## src/rtl/axi_rd_arbiter.sv

```systemverilog
// rtl/axi_rd_arbiter.sv - two-master round-robin AXI3 read arbiter onto one HP read port
module axi_rd_arbiter #(
   parameter int MAX_OUTS = 4
) (
   input  logic        clk_i,
   input  logic        rst_ni,
   input  logic        s0_axi_arvalid,
   output logic        s0_axi_arready,
   input  logic [31:0] s0_axi_araddr,
   input  logic [3:0]  s0_axi_arlen,
   input  logic [5:0]  s0_axi_arid,
   output logic        s0_axi_rvalid,
   input  logic        s0_axi_rready,
   output logic        s0_axi_rlast,
   output logic [63:0] s0_axi_rdata,
   output logic [1:0]  s0_axi_rresp,
   output logic [5:0]  s0_axi_rid,
   input  logic        s1_axi_arvalid,
   output logic        s1_axi_arready,
   input  logic [31:0] s1_axi_araddr,
   input  logic [3:0]  s1_axi_arlen,
   input  logic [5:0]  s1_axi_arid,
   output logic        s1_axi_rvalid,
   input  logic        s1_axi_rready,
   output logic        s1_axi_rlast,
   output logic [63:0] s1_axi_rdata,
   output logic [1:0]  s1_axi_rresp,
   output logic [5:0]  s1_axi_rid,
   output logic        m_axi_arvalid,
   input  logic        m_axi_arready,
   output logic [31:0] m_axi_araddr,
   output logic [3:0]  m_axi_arlen,
   output logic [5:0]  m_axi_arid,
   output logic [1:0]  m_axi_arburst,
   output logic [1:0]  m_axi_arlock,
   output logic [2:0]  m_axi_arsize,
   output logic [2:0]  m_axi_arprot,
   output logic [3:0]  m_axi_arcache,
   output logic [3:0]  m_axi_arqos,
   input  logic        m_axi_rvalid,
   input  logic        m_axi_rlast,
   input  logic [63:0] m_axi_rdata,
   input  logic [1:0]  m_axi_rresp,
   input  logic [5:0]  m_axi_rid,
   output logic        m_axi_rready
);

   localparam logic       S_IDLE  = 1'b0;
   localparam logic       S_ISSUE = 1'b1;
   localparam logic [3:0] MAX     = 4'(MAX_OUTS);

   logic        r_state;
   logic        r_last;
   logic [3:0]  r_outs0;
   logic [3:0]  r_outs1;
   logic [31:0] r_araddr;
   logic [3:0]  r_arlen;
   logic [5:0]  r_arid;

   logic w_elig0, w_elig1, w_gnt0, w_gnt1;
   logic w_sel, w_inc0, w_inc1, w_dec0, w_dec1;
   logic w_unused_arid;

   // The upper ID bit is dropped to make room for the master tag.
   assign w_unused_arid = s0_axi_arid[5] ^ s1_axi_arid[5];

   // Eligibility and round-robin grant; grants are only made from IDLE and
   // are held off while reset is asserted so arready reads 0 in reset.
   assign w_elig0 = s0_axi_arvalid && (r_outs0 < MAX);
   assign w_elig1 = s1_axi_arvalid && (r_outs1 < MAX);
   assign w_gnt0  = rst_ni && (r_state == S_IDLE) && w_elig0 && (!w_elig1 || r_last);
   assign w_gnt1  = rst_ni && (r_state == S_IDLE) && w_elig1 && (!w_elig0 || !r_last);

   assign s0_axi_arready = w_gnt0;
   assign s1_axi_arready = w_gnt1;

   assign m_axi_arvalid = (r_state == S_ISSUE);
   assign m_axi_araddr  = r_araddr;
   assign m_axi_arlen   = r_arlen;
   assign m_axi_arid    = r_arid;
   assign m_axi_arburst = 2'b01;
   assign m_axi_arlock  = 2'b00;
   assign m_axi_arsize  = 3'b011;
   assign m_axi_arprot  = 3'b000;
   assign m_axi_arcache = 4'b0011;
   assign m_axi_arqos   = 4'b0000;

   // Zero-latency R routing by the master tag carried in the ID LSB.
   assign w_sel         = m_axi_rid[0];
   assign s0_axi_rvalid = m_axi_rvalid && !w_sel;
   assign s1_axi_rvalid = m_axi_rvalid && w_sel;
   assign m_axi_rready  = w_sel ? s1_axi_rready : s0_axi_rready;
   assign s0_axi_rdata  = m_axi_rdata;
   assign s1_axi_rdata  = m_axi_rdata;
   assign s0_axi_rresp  = m_axi_rresp;
   assign s1_axi_rresp  = m_axi_rresp;
   assign s0_axi_rlast  = m_axi_rlast;
   assign s1_axi_rlast  = m_axi_rlast;
   assign s0_axi_rid    = {1'b0, m_axi_rid[5:1]};
   assign s1_axi_rid    = {1'b0, m_axi_rid[5:1]};

   // A burst counts as outstanding from the downstream AR handshake until its last beat.
   assign w_inc0 = (r_state == S_ISSUE) && m_axi_arready && !r_arid[0];
   assign w_inc1 = (r_state == S_ISSUE) && m_axi_arready && r_arid[0];
   assign w_dec0 = m_axi_rvalid && m_axi_rready && m_axi_rlast && !w_sel;
   assign w_dec1 = m_axi_rvalid && m_axi_rready && m_axi_rlast && w_sel;

   // AR stage: latch the granted request in IDLE, hold it in ISSUE until accepted.
   always_ff @(posedge clk_i or negedge rst_ni) begin
      if (!rst_ni) begin
         r_state  <= S_IDLE;
         r_last   <= 1'b1;
         r_araddr <= '0;
         r_arlen  <= '0;
         r_arid   <= '0;
      end else if (w_gnt0) begin
         r_state  <= S_ISSUE;
         r_last   <= 1'b0;
         r_araddr <= s0_axi_araddr;
         r_arlen  <= s0_axi_arlen;
         r_arid   <= {s0_axi_arid[4:0], 1'b0};
      end else if (w_gnt1) begin
         r_state  <= S_ISSUE;
         r_last   <= 1'b1;
         r_araddr <= s1_axi_araddr;
         r_arlen  <= s1_axi_arlen;
         r_arid   <= {s1_axi_arid[4:0], 1'b1};
      end else if ((r_state == S_ISSUE) && m_axi_arready) begin
         r_state  <= S_IDLE;
      end
   end

   // Master 0 outstanding count; simultaneous inc/dec cancel, a stray decrement at 0 is ignored.
   always_ff @(posedge clk_i or negedge rst_ni) begin
      if (!rst_ni)
         r_outs0 <= '0;
      else if (w_inc0 && !w_dec0)
         r_outs0 <= r_outs0 + 4'd1;
      else if (w_dec0 && !w_inc0 && (r_outs0 != 4'd0))
         r_outs0 <= r_outs0 - 4'd1;
   end

   // Master 1 outstanding count; same rules as master 0.
   always_ff @(posedge clk_i or negedge rst_ni) begin
      if (!rst_ni)
         r_outs1 <= '0;
      else if (w_inc1 && !w_dec1)
         r_outs1 <= r_outs1 + 4'd1;
      else if (w_dec1 && !w_inc1 && (r_outs1 != 4'd0))
         r_outs1 <= r_outs1 - 4'd1;
   end

endmodule

```

## config.mk

```make
export PLATFORM = sky130hd
export DESIGN_NAME = axi_rd_arbiter
export DESIGN_NICKNAME = d
export VERILOG_FILES = /design/src/rtl/axi_rd_arbiter.sv
export SDC_FILE = /design/constraint.sdc
export NUM_CORES = 1
export LEC_CHECK = 0
export ABC_AREA = 0
export CORE_AREA = 3 3 143 145
export DETAILED_ROUTE_END_ITERATION = 10
export DIE_AREA = 0 0 146 148
export SYNTH_ARGS = -nofsm -noshare
export SYNTH_HDL_FRONTEND = slang
export SYNTH_SLANG_ARGS = --single-unit
```

## constraint.sdc

```tcl
create_clock -name clk_i -period 2.6 [get_ports clk_i]
set_input_delay 0.26 -clock clk_i [delete_from_list [all_inputs] [get_ports clk_i]]
set_output_delay 0.26 -clock clk_i [all_outputs]
set_load 0.05 [all_outputs]
```

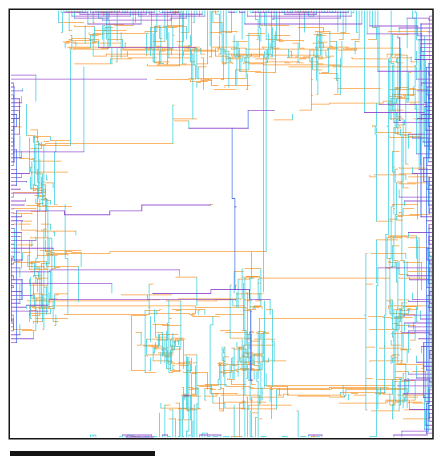
(metal layers overlaid)
Scale bar: 50 um.
colour	layer	wire length
cyan	M2	5,140 um
blue	M4	563 um
purple	M3	1,530 um
orange	M1	3,520 um

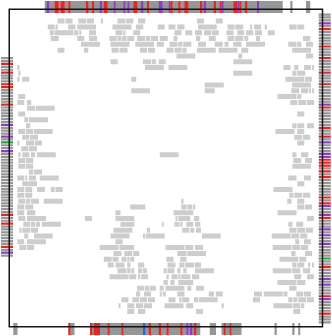
(pin map)
Pins as bars across the die edge, other pins in grey.
colour	port	pins	direction	edge
red	`m_axi_rdata`	64	input	23 top, 19 right, 14 bottom, 8 left
blue	`s1_axi_rvalid`	1	output	bottom
green	`m_axi_arburst`	2	output	1 left, 1 right
purple	`s1_axi_araddr`	32	input	13 right, 13 top, 4 left, 2 bottom
all pins by edge	124 top, 107 right, 77 bottom, 69 left

==> results.toml <==
# synthesis and place-and-route metrics
[outcome]
status = "finished clean"

[power_and_ir_drop]
p_per_area_nw_per_um2 = 1210
total_power_mw = 5.53
leakage_nw = 1.74

[logic_synthesis]
top_area_cell = "dfrtp_1"
synth.most_common_cell = "buf_4"
synth_cell_type_count = 36
synth-warning-count = 0
adder_share_pct = 2.35
edf_count = 0
ys_seq_elements = 52
synthArstFlopShare_pct = 100
avgSynthCellArea_um2 = 10.2
synth-seq-area-share_pct = 34.0

[clock_tree]
cts_max_level = 2

[critical_path]
endpoint_kind = "flip-flop"
slowest_delay_ns = 0.56
cp-start-kind = "input port"
crit_fanout = 5
crit_path_top_delay_cell = "clkdlybuf4s50_1"
crit_type = "in -> reg"

[grt]
grt_pass1_vias = 2772
antenna_found_initial = 0
grt_max_degree = 53
grt_pass1_wl_um = 16200

[floorplan]
die_y_um = 148
fp_util_pct = 19.8
fp-row-count = 51
pin_count = 377

[sta]
setup_viol = 0
rsz0062_at_grt = "false"
finalHoldViolCount = 0
finClkSkew_ns = 0.00430

[run]
cap_violations = 0
warnings = 28

[route]
vias = 2480

[hold_path]
worstHoldPathType = "in -> async"
[sequential cells by signal (all words and copies together), names as in the netlist]
signal         count
m_axi_arid         6
r_outs1            4
m_axi_araddr      32
m_axi_arlen        4
r_outs0            4
r_last             1
m_axi_arvalid      1
[worst max-delay path, delay by kind of cell]
| kind | cells | cell delay (ns) |
|---|---|---|
| fa+ha+maj | 1 | 0.28 |
| simple gates | 2 | 0.39 |
| compound gates | 2 | 0.43 |
| buf+inv | 2 | 0.67 |
| mux | 2 | 0.49 |
[metal layers]
| layer | part of all wire [%] | global-route usage [%] | wire length, um | vias to the layer above |
|---|---|---|---|---|
| met5 | 0 | 0 | 0 | - |
| met4 | 5.2 | 5.88 | 562 | 0 |
| met3 | 14 | 5.79 | 1530 | 45 |
| met2 | 48 | 16.2 | 5140 | 201 |
| met1 | 33 | 9.07 | 3520 | 1156 |
| li1 | - | - | - | 1078 |
[report_power, final]
group	switching [mW]	internal (mW)	total, mW
clock	0.328	0.384	0.712
sequential	0.268	1.21	1.48
combinational	1.98	1.36	3.34
total	2.58	2.95	5.53
[cell usage in the layout, fill, tap and decap left out, types with 5 or more instances in the layout]
cell             synthesis  final
o221a_1                 39     39
clkdlybuf4s50_1          0    138
buf_4                  168      7
nand2b_1                44     44
clkbuf_16                0      5
dfrtp_1                 51     51
conb_1                   2     20
[path summary, 6_finish.rpt]
path | endpoint | startpoint | cells past startpoint | slack (ns)
max | r_outs0[3]$_DFFE_PN0P_ | m_axi_rid[0] | 9 | 0.29
min | m_axi_araddr[11]$_DFFE_PN0P_ | rst_ni | 2 | 0.16
max reg2reg | r_outs0[3]$_DFFE_PN0P_ | m_axi_arid[0]$_DFFE_PN0P_ | 8 | 0.30
min reg2reg | r_last$_DFFE_PN1P_ | r_last$_DFFE_PN1P_ | 2 | 0.48
max in group asynchronous | m_axi_araddr[29]$_DFFE_PN0P_ | rst_ni | 2 | 1.96
min in group clk_i | r_last$_DFFE_PN1P_ | r_last$_DFFE_PN1P_ | 2 | 0.48
[through the flow]
stage / util, % / cell area, um2
6_report: 23.6 / 4570
5_1_grt: 23.6 / 4570
4_1_cts: 23.6 / 4570
3_5_place_dp: 22.8 / 4420
3_3_place_gp: 22.8 / 4420
2_1_floorplan: - / 3890
[kinds of logic after synthesis]
group | Yosys count
buffers and inverters | 182
and+or+nand+nor | 67
DFF | 52
AOI/OAI and AO/OA | 50
muxes | 11
adders and majority gates | 6
xor gates and xnor gates | 4
other | 2
[final cells by class]
| cell class | count | area [um2] | area share (%) |
|---|---|---|---|
| inverter | 6 | 22.5 | 0.493 |
| tap | 265 | 332 | 7.26 |
| clock inverter | 2 | 15.0 | 0.329 |
| timing repair buffer | 148 | 1480 | 32.4 |
| sequential | 52 | 1300 | 28.5 |
| multi-input combinational | 158 | 1280 | 28.0 |
| clock buffer | 6 | 139 | 3.04 |
